--- src/rtl/xilinx_distram_pkg.sv ---
// rtl/xilinx_distram_pkg.sv - shared state type and depth helper for the distributed-RAM read engine
package xilinx_distram_pkg;

  typedef enum logic [1:0] {
    IDLE  = 2'd0,
    RUN   = 2'd1,
    DRAIN = 2'd2
  } rd_state_e;

  function automatic int unsigned depth(input int unsigned addr_width);
    return 32'd1 << addr_width;
  endfunction

endpackage

--- src/rtl/xilinx_distram_skid.sv ---
// rtl/xilinx_distram_skid.sv - 2-entry ring buffer with push/pop and occupancy
module xilinx_distram_skid #(
  parameter int WIDTH = 1
) (
  input  logic             clk_i,
  input  logic             rst_i,
  input  logic             push_i,
  input  logic [WIDTH-1:0] push_data_i,
  input  logic             pop_i,
  output logic [WIDTH-1:0] head_data_o,
  output logic [1:0]       occ_o
);

  logic [WIDTH-1:0] mem_q [2];
  logic             head_q;
  logic [1:0]       occ_q;
  logic [1:0]       occ_d;
  logic             tail_idx;

  always_comb begin
    occ_d = occ_q;
    case ({push_i, pop_i})
      2'b10:   occ_d = occ_q + 2'd1;
      2'b01:   occ_d = occ_q - 2'd1;
      default: occ_d = occ_q;
    endcase
  end

  // When full, a push is only legal alongside a pop, so it lands in the slot the head is vacating.
  assign tail_idx = head_q ^ (occ_q == 2'd1);

  always_ff @(posedge clk_i) begin
    if (rst_i) begin
      mem_q[0] <= '0;
      mem_q[1] <= '0;
      head_q   <= 1'b0;
      occ_q    <= 2'd0;
    end else begin
      if (push_i) begin
        mem_q[tail_idx] <= push_data_i;
      end
      if (pop_i) begin
        head_q <= ~head_q;
      end
      occ_q <= occ_d;
    end
  end

  assign head_data_o = mem_q[head_q];
  assign occ_o       = occ_q;

endmodule

--- src/rtl/xilinx_distram_rd_stream.sv ---
// rtl/xilinx_distram_rd_stream.sv - burst reader for the LUT RAM async port, streamed through a 2-entry buffer
// Optional M_LAST output and per-entry tag bit enabled by DISTRAM_RD_LAST_EN.
module xilinx_distram_rd_stream
  import xilinx_distram_pkg::*;
#(
  parameter int ADDR_WIDTH = 6,
  parameter int DATA_WIDTH = 1
) (
  input  logic                  CLK,
  input  logic                  RST,
  input  logic                  CMD_VALID,
  output logic                  CMD_READY,
  input  logic [ADDR_WIDTH-1:0] CMD_ADDR,
  input  logic [ADDR_WIDTH-1:0] CMD_LEN,
  output logic [ADDR_WIDTH-1:0] DPRA,
  input  logic [DATA_WIDTH-1:0] DPO,
  output logic                  M_VALID,
  input  logic                  M_READY,
  output logic [DATA_WIDTH-1:0] M_DATA,
  output logic                  BUSY
`ifdef DISTRAM_RD_LAST_EN
  ,
  output logic                  M_LAST
`endif
);

`ifdef DISTRAM_RD_LAST_EN
  localparam int BUF_W = DATA_WIDTH + 1;
`else
  localparam int BUF_W = DATA_WIDTH;
`endif

  rd_state_e             state_q;
  logic [ADDR_WIDTH-1:0] dpra_q;
  logic [ADDR_WIDTH-1:0] rem_q;
  logic                  busy_q;

  logic [1:0]       occ;
  logic             pop;
  logic             issue;
  logic [BUF_W-1:0] push_data;
  logic [BUF_W-1:0] head_data;

  assign M_VALID   = (occ != 2'd0);
  assign pop       = M_VALID && M_READY;
  assign issue     = (state_q == RUN) && ((occ != 2'd2) || pop);
  assign CMD_READY = (state_q == IDLE) && !RST;

  always_ff @(posedge CLK) begin
    if (RST) begin
      state_q <= IDLE;
      dpra_q  <= '0;
      rem_q   <= '0;
      busy_q  <= 1'b0;
    end else begin
      case (state_q)
        IDLE: begin
          if (CMD_VALID) begin
            dpra_q  <= CMD_ADDR;
            rem_q   <= CMD_LEN;
            busy_q  <= 1'b1;
            state_q <= RUN;
          end
        end
        RUN: begin
          if (issue) begin
            dpra_q <= dpra_q + ADDR_WIDTH'(1);
            rem_q  <= rem_q - ADDR_WIDTH'(1);
            if (rem_q == '0) begin
              state_q <= DRAIN;
            end
          end
        end
        DRAIN: begin
          if ((occ == 2'd0) || ((occ == 2'd1) && pop)) begin
            busy_q  <= 1'b0;
            state_q <= IDLE;
          end
        end
        default: state_q <= IDLE;
      endcase
    end
  end

`ifdef DISTRAM_RD_LAST_EN
  assign push_data = {(rem_q == '0), DPO};
  assign M_LAST    = M_VALID && head_data[DATA_WIDTH];
`else
  assign push_data = DPO;
`endif

  xilinx_distram_skid #(
    .WIDTH(BUF_W)
  ) u_buf (
    .clk_i      (CLK),
    .rst_i      (RST),
    .push_i     (issue),
    .push_data_i(push_data),
    .pop_i      (pop),
    .head_data_o(head_data),
    .occ_o      (occ)
  );

  assign M_DATA = head_data[DATA_WIDTH-1:0];
  assign DPRA   = dpra_q;
  assign BUSY   = busy_q;

endmodule
--- config.mk ---
export PLATFORM = sky130hd
export DESIGN_NAME = xilinx_distram_rd_stream
export DESIGN_NICKNAME = d
export VERILOG_FILES = /design/src/rtl/xilinx_distram_pkg.sv /design/src/rtl/xilinx_distram_skid.sv /design/src/rtl/xilinx_distram_rd_stream.sv
export SDC_FILE = /design/constraint.sdc
export NUM_CORES = 1
export LEC_CHECK = 0
export ABC_CLOCK_PERIOD_IN_PS = 2500
export CAP_MARGIN = 20
export CORE_MARGIN = 1.5
export CORE_UTILIZATION = 45
export DETAILED_ROUTE_END_ITERATION = 8
export MAX_ROUTING_LAYER = met4
export PLACE_DENSITY_LB_ADDON = 0.15
export SLEW_MARGIN = 5
export SYNTH_ARGS = -nofsm -noshare
export SYNTH_HDL_FRONTEND = slang
export SYNTH_SLANG_ARGS = --single-unit
--- constraint.sdc ---
create_clock -name CLK -period 2.5 [get_ports CLK]
set_clock_uncertainty 0.15 [all_clocks]
set_input_delay 0.75 -clock CLK [delete_from_list [all_inputs] [get_ports CLK]]
set_output_delay 0.75 -clock CLK [all_outputs]
set_load 0.02 [all_outputs]
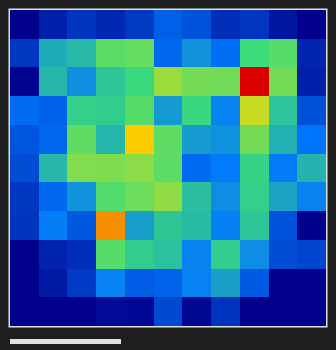
Run 1: signal metal coverage by tile
Scale bar: 20 um. 11 x 11 tiles, from dark blue (low) to red (high), scaled to the fullest tile. Values are wire area over tile area, all layers added.
emptiest ninth of the die = bottom left
nearly empty tiles = 13%
mean over tiles = 0.14
fullest tile = 0.48
final wirelength: 2897 um
drt wl/cell: 13.86 um
GRT Total Usage: 19.78%

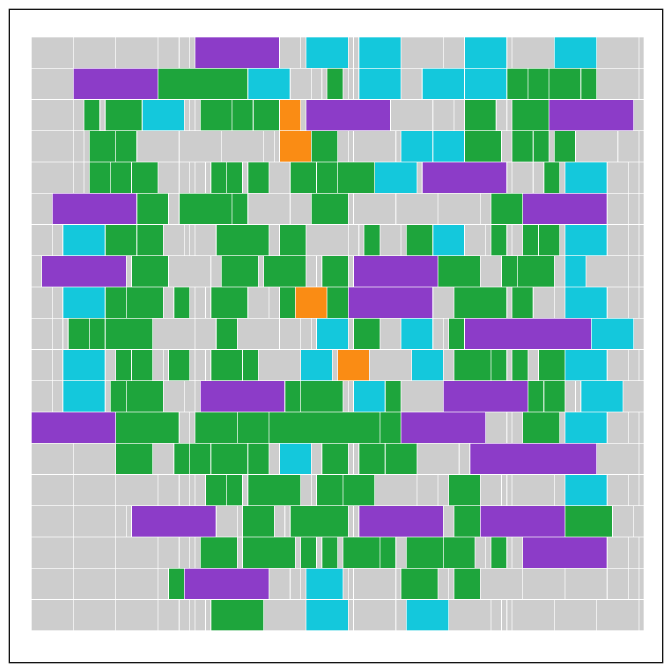
Run 1: placed cells, one color a class
Fill, decap, tap and diode cells in gray.
remaining logic cells -> green  # cells 118, share of their area 51%
remaining buffers and delay cells -> cyan  # cells 35, share of their area 20%
clock drivers and dummy loads -> orange  # cells 4, share of their area 1.7%
sequential cells -> purple  # cells 21, share of their area 28%
flop share of the area: 26.89%
row count: 19
Post-Route Utilization: 59.39%
CORE AREA: 2758 um^2
cell area after layout: 1638 um^2

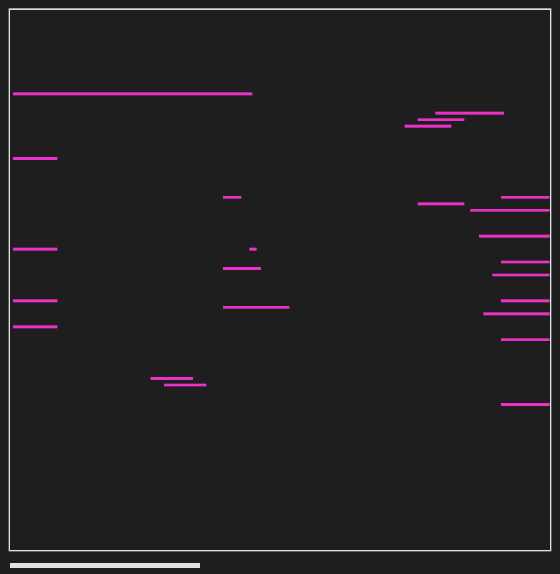
Run 1: metal 3
Scale bar: 20 um.
main direction = horizontal
longest straight run = 24.8 um
met3 global-route usage: 2.765%
via count: 1200

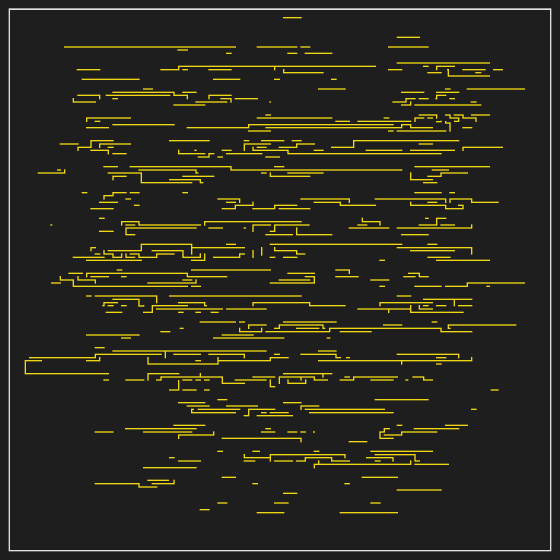
Run 1: M1 wires
wire length on this layer = 1280 um
nets with wire on the layer = 174
share of all routed wire = 44%
met1 Use GR: 21.70%

==> out/qor.yml, run 1 <==
ant_nets: 0
drc: 0
dr.first_iter.drc_count: 61
synth-area-yosys_um2: 1300
min_period_over_period_pct: 95.81
postCtsHoldBufs: 0
status: "finished clean"
timing.final.ws_setup_ps: 104.6
clock_latency_ps: 310
crit_path_cell_trace: "mux2_2 -> clkdlybuf4s50_1"
edf_count: 2
gr-total-overflow: 0
crit_path_end_kind: "primary output"
critPathLaunchType: "flip-flop"
fillCellCount: 258
p_leak_nw: 0.6316
async_flop_share_pct: 0
place_congestion: 0.7858
place_inst: 205
drv_slew: 0
worstMarginPinSlew_ps: 539.3
floorplan.nets: 171
finalSetupViolCount: 0
grt_pass1_wl_um: 4981
fp.dieArea_um2: 3221
peakVddDrop_v: 0.0005098
rsz0062_at_grt: "false"
cts.path.max_buffers: 2
crit_required_ps: 1600
synth_area_um2: 1300
dp_hpwl_um: 2132
clock_sinks: 21
antenna_found_initial: 0
pwr_density_cell_nw_per_um2: 887.0
area_growth_pct: 25.99
vias_per_cell: 5.742
fmax_mhz: 417.5
yosysUniqueCellTypes: 43
n_antenna_cell: 0
slowest_delay_ps: 530
cts_buffers: 3
r2r_slack_ps: 510
crit_slowest_cell: "clkdlybuf4s50_1"
run 1: where the power goes:
part	switching [mW]	leakage, nW	internal, mW	total (mW)
combinational	0.410	0.436	0.369	0.780
sequential	0.0766	0.178	0.427	0.504
clock	0.109	0.0177	0.0598	0.169
total	0.596	0.632	0.857	1.45
run 1: sequential cells by signal, summed over array words and instances, names as in the netlist, named ones only:
name,cells
BUSY,1
DPRA,6
rem_q,6
state_q,2
u_buf.head_q,1
u_buf.mem_q,2
u_buf.occ_o,2
run 1: cell usage after synthesis, types with 3 or more instances:
library cell   n  area share [%]
dfxtp_1       19              29
nand2_1       15             4.3
a21oi_1       12             4.6
inv_1          8             2.3
nor2_1         8             2.3
a211oi_1       6             3.5
ha_1           6             5.8
o21ai_0        6             2.3
buf_2          5             1.9
nor4_1         4             1.9
xnor2_1        4             2.7
a21o_1         3             1.7
a21oi_2        3             2.0
a311oi_1       3             2.0
nand2b_1       3             1.4
nor2b_1        3             1.4
nor3_1         3             1.2
nor3b_1        3             1.7
nor4b_1        3             2.0
run 1: logic make-up after synthesis:
group / count (synthesis) / share of synthesized area (%)
simple gates: 51 / 21.37
compound gates: 45 / 26.57
flops: 21 / 33.88
buf+inv: 17 / 6.545
fa+ha+maj: 6 / 5.775
xor+xnor: 5 / 3.368
mux: 3 / 2.502
run 1: repair_timing:
action | in CTS | in global routing
setup endpoints to repair | 2 | 1
gates resized | 6 | 1
setup buffers | 0 | 0
hold endpoints to repair | 0 | 0
pin swaps | 0 | 0
run 1: per-layer routing:
metal	vias up	routed length [um]	GRT usage, %
met1	566	1275	21.70
met4	0	27	6.312
met2	29	1458	36.54
met3	5	135	2.765
met5	-	0	-
li1	600	-	-
run 1: worst max-delay path, delay by kind of cell (launching register included):
family / cells / cell delay, ps
buf+inv: 1 / 530
flops: 1 / 330
mux: 1 / 320
run 1: final timing paths:
check,from,to,depth (start not counted)
min,rem_q[4],rem_q[4],2
min reg2reg,rem_q[4],rem_q[4],2
max reg2reg,u_buf.occ_o[1],DPRA[5],6
max,flip-flop,M_DATA,2
run 1: final cells by class:
cell class	instances	area (um^2)	share of cell area, %
clock inverter	1	5.005	0.3056
sequential	21	440.4	26.89
timing repair buffer	35	321.6	19.63
multi-input combinational	110	779.5	47.59
inverter	8	30.03	1.833
tap	31	38.79	2.368
clock buffer	3	22.52	1.375
run 1: metrics by stage:
| step | hold slack [ps] | TNS, ps | utilization, % | cell area, um^2 | total power, mW |
|---|---|---|---|---|---|
| floorplan | 307.0 | 0 | - | 1300 | 1.067 |
| global placement | 327.1 | -396.6 | 58.44 | 1612 | 1.280 |
| detailed placement | 338.8 | -409.7 | 58.44 | 1612 | 1.304 |
| CTS | 358.2 | 0 | 59.21 | 1633 | 1.461 |
| global route | 369.2 | 0 | 59.39 | 1638 | 1.569 |
| finish | 355.2 | 0 | 59.39 | 1638 | 1.453 |
Run 1, clock nets:
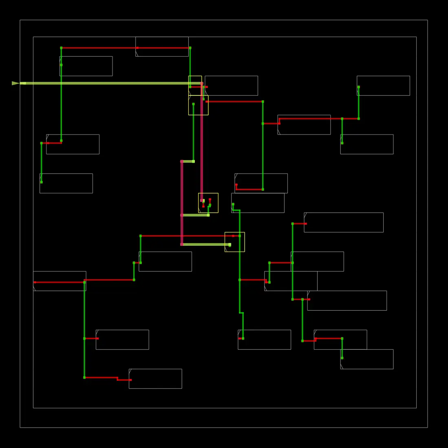

--- run 2 (diff from run 1) ---
ABC_AREA = 1   (was not set)
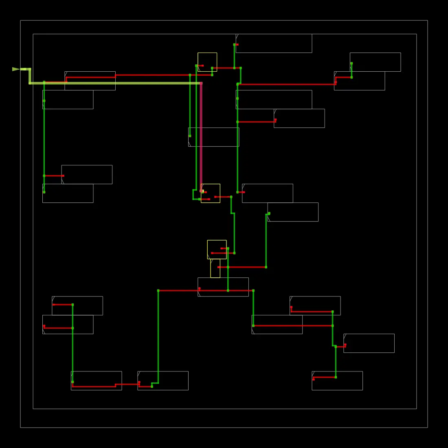
Run 2: clock nets
clk ins delay skew pair: 310 ps
number of CTS-inserted buffers: 3
Clock Buffer Count: 4

==> out/qor.yml, run 2 <==
grt_pass1_wl_um: 5202  # +4.4%
n_antenna_cell: 0  # unchanged
core-area_um2: 3028  # +9.8%
cp.depth: 3  # +1
drv_slew: 0  # unchanged
gr-total-overflow: 0  # unchanged
slowest_delay_ps: 410  # -120 ps
min_period_over_period_pct: 96.02  # +0.21 points
dp_hpwl_um: 2218  # +4.1%
async_flop_share_pct: 0  # unchanged
fp.dieArea_um2: 3493  # +8.5%
ant_nets: 0  # unchanged
wl_per_cell_um: 10.95  # -21%
p_leak_nw: 0.7678  # +22%
status: "finished clean"
place_congestion: 0.9274  # +18%
synth-area-yosys_um2: 1416  # +9.0%
post_cts_buffers: 0  # unchanged
floorplan.nets: 222  # +30%
crit_slowest_cell: "clkdlybuf4s50_1"
topCellsByArea: "dfxtp_1 (27%), nand2_1 (12%), nor2_1 (7.4%)"
placementRows: 20  # +1
pwr_density_cell_nw_per_um2: 1253  # +41%
min_path_cells: 2  # unchanged
vias_per_cell: 4.828  # -16%
common_cells: "nand2_1 (46), nor2_1 (28), inv_1 (21)"
drc: 0  # unchanged
yosysUniqueCellTypes: 29  # -33%
dr.first_iter.drc_count: 47  # -23%
area_growth_pct: 22.44
dr_total_vias: 1318  # +9.8%
edf_count: 2  # unchanged
timing.final.ws_setup_ps: 99.47  # -5.153 ps
synth.most_common_cell: "nand2_1"
worstMarginPinSlew_ps: 307.7  # -231.6 ps
cts.path.max_buffers: 2  # unchanged
finalSetupViolCount: 0  # unchanged
crit_path_end_kind: "primary output"
clock_sinks: 21  # unchanged
critPathLaunchType: "input port"
antenna_found_initial: 0  # unchanged
r2r_cells: 8  # +2
track_usage_pct: 19.92  # +0.14 points
holdWs_ps: 325.7  # -29.43 ps
[run 2: netlist changes by cell type in the layout (fill, tap and decap cells not counted), sizes merged, moves of 5 or more]
cell    before  now
a211oi       6    0
inv          8   24
nand2       15   55
nand3        2   13
nand4        1    6
nor2         8   30
o21ai        7   14
[run 2: cell type report]
class	count	area (um^2)
fillers	318	1294
well taps	44	55.05
multi-input cells	148	818.3
repair buffers	32	299.0
clock buffers	4	26.28
flip-flops and latches	21	440.4
inverters	24	95.09
[run 2: tightest hold or removal path: stages, from the launching register on]
cell and delay [ps]:
dfxtp_1 330, inv_1 50, a21oi_1 60
[run 2: final timing paths]
kind	to	slack, ps	start
worst min-delay path	BUSY	330	BUSY
worst max register to register	u_buf.mem_q[0]	660	u_buf.occ_o[0]
worst max-delay path	CMD_READY	100	RST
worst min register to register	BUSY	330	BUSY
[run 2: metal layers]
| metal | routed length (um) | share of wire [%] | global-route usage (%) | vias up |
|---|---|---|---|---|
| li1 | - | - | - | 698 |
| met1 | 1415 | 47 | 26.19 | 593 |
| met2 | 1439 | 48 | 31.59 | 25 |
| met3 | 117 | 3.9 | 2.620 | 2 |
| met4 | 15 | 0.50 | 6.818 | 0 |
| met5 | 0 | 0 | - | - |
[run 2: cells by family after synthesis]
family | share of synthesized area, %
XOR/XNOR | 1.855
multiplexers | 0.7950
adder cells (fa/ha/maj) | 5.300
buffers and inverters | 11.13
flip-flops | 31.10
AND/OR/NAND/NOR | 37.54
AND-OR/OR-AND | 12.28
[run 2: power breakdown]
part	internal [mW]	leakage [nW]	switching [mW]
logic	0.543	0.575	0.821
registers	0.487	0.178	0.150
clock network	0.0622	0.0150	0.108
total	1.09	0.768	1.08
[run 2: timing repair]
action / CTS / global route
gates resized: 6 / 0
hold buffers: 0 / 0
endpoints found under the hold margin: 0 / 0
setup endpoints to repair: 2 / 0
[run 2: per-stage QoR]
stage          power, mW  util (%)  area [um^2]
3_3_place_gp       1.987     56.61         1714
5_1_grt            2.401     57.27         1734
3_5_place_dp       2.021     56.61         1714
2_1_floorplan      1.708         -         1416
4_1_cts            2.183     57.27         1734
6_report           2.172     57.27         1734
--- run 3 (diff from run 2) ---
SLEW_MARGIN = 25   (was 5)
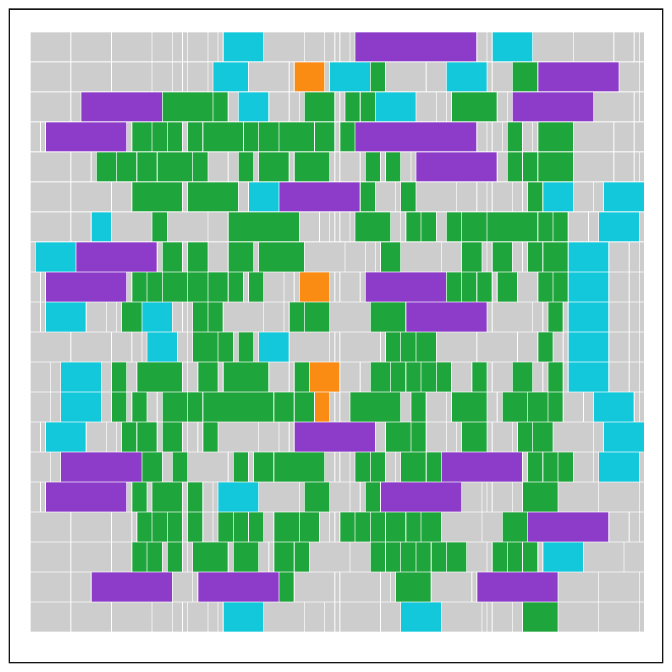
Run 3: placed cells, one color a class
Fill, decap, tap and diode cells in gray.
remaining buffers and delay cells -> cyan  # cells 32, share of their area 18%
remaining logic cells -> green  # cells 172, share of their area 54%
clock drivers and dummy loads -> orange  # cells 4, share of their area 1.6%
sequential cells -> purple  # cells 21, share of their area 26%
flop share of the area: 25.40%
cell area after layout: 1734 um^2
CORE AREA: 3028 um^2

==> out/qor.yml, run 3 <==
post_cts_buffers: 0  # unchanged
dp_hpwl_um: 2218  # unchanged
gr-total-overflow: 0  # unchanged
area_growth_pct: 22.44  # unchanged
floorplan.nets: 222  # unchanged
pwr_density_cell_nw_per_um2: 1253  # unchanged
cts_buffers: 3  # unchanged
fp.dieArea_um2: 3493  # unchanged
placementRows: 20  # unchanged
min_period_over_period_pct: 96.02  # unchanged
wl_per_cell_um: 10.95  # unchanged
n_antenna_cell: 0  # unchanged
postCtsHoldBufs: 0  # unchanged
cts.path.max_buffers: 2  # unchanged
critPathLaunchType: "input port"
dr_total_vias: 1318  # unchanged
worstMarginPinSlew_ps: 307.7  # unchanged
status: "finished clean"
edf_count: 2  # unchanged
drv_slew: 0  # unchanged
antenna_found_initial: 0  # unchanged
min_path_cells: 2  # unchanged
topCellsByArea: "dfxtp_1 (27%), nand2_1 (12%), nor2_1 (7.4%)"
synth.most_common_cell: "nand2_1"
==> run 3: cell counts after synthesis <==
No cell type changed its count.
==> run 3: through the flow <==
stage / cell area [um^2] / util, % / hold WS (ps) / TNS [ps]
2_1_floorplan: 1416 / - / 297.3 / 0
3_3_place_gp: 1714 / 56.61 / 296.4 / -322.7
3_5_place_dp: 1714 / 56.61 / 306.7 / -364.8
4_1_cts: 1734 / 57.27 / 331.5 / 0
5_1_grt: 1734 / 57.27 / 364.7 / 0
6_report: 1734 / 57.27 / 325.7 / 0
==> run 3: layout make-up <==
type / count / area, um^2
Inverter: 24 / 95.09
Multi-Input combinational cell: 148 / 818.3
Fill cell: 318 / 1294
Sequential cell: 21 / 440.4
Tap cell: 44 / 55.05
Clock buffer: 4 / 26.28
Timing Repair Buffer: 32 / 299.0
==> run 3: kinds of logic (layout without fill, tap and decap cells) <==
family,Yosys count,count (layout),share of synthesized area (%)
multiplexers,1,1,0.7950
XOR/XNOR,3,3,1.855
buffers and inverters,30,60,11.13
adder cells (fa/ha/maj),6,6,5.300
AND-OR/OR-AND,28,28,12.28
AND/OR/NAND/NOR,110,110,37.54
flip-flops,21,21,31.10
==> run 3: critical path, stage by stage <==
cell and delay [ps]:
clkdlybuf4s50_1 410, nor3_1 140, buf_2 200
==> run 3: worst paths after layout <==
path,endpoint,start,slack (ps)
max,CMD_READY,RST,100
min,BUSY,BUSY,330
max reg2reg,u_buf.mem_q[0],u_buf.occ_o[0],660
min reg2reg,BUSY,BUSY,330
==> run 3: metal layers <==
layer	vias up	GRT usage (%)	wire length (um)
met3	2	2.620	117
met5	-	-	0
met1	593	26.19	1415
li1	698	-	-
met4	0	6.818	15
met2	25	31.59	1439
==> run 3: what timing repair did <==
| item | in CTS | in global routing |
|---|---|---|
| setup endpoints to repair | 2 | 0 |
| gates resized | 6 | 0 |
| hold endpoints to repair | 0 | 0 |
==> run 3: power breakdown <==
group | internal, mW | switching (mW) | leakage [nW]
clock network | 0.0622 | 0.108 | 0.0150
logic | 0.543 | 0.821 | 0.575
registers | 0.487 | 0.150 | 0.178
total | 1.09 | 1.08 | 0.768
Power and IR drop assume default switching activity.
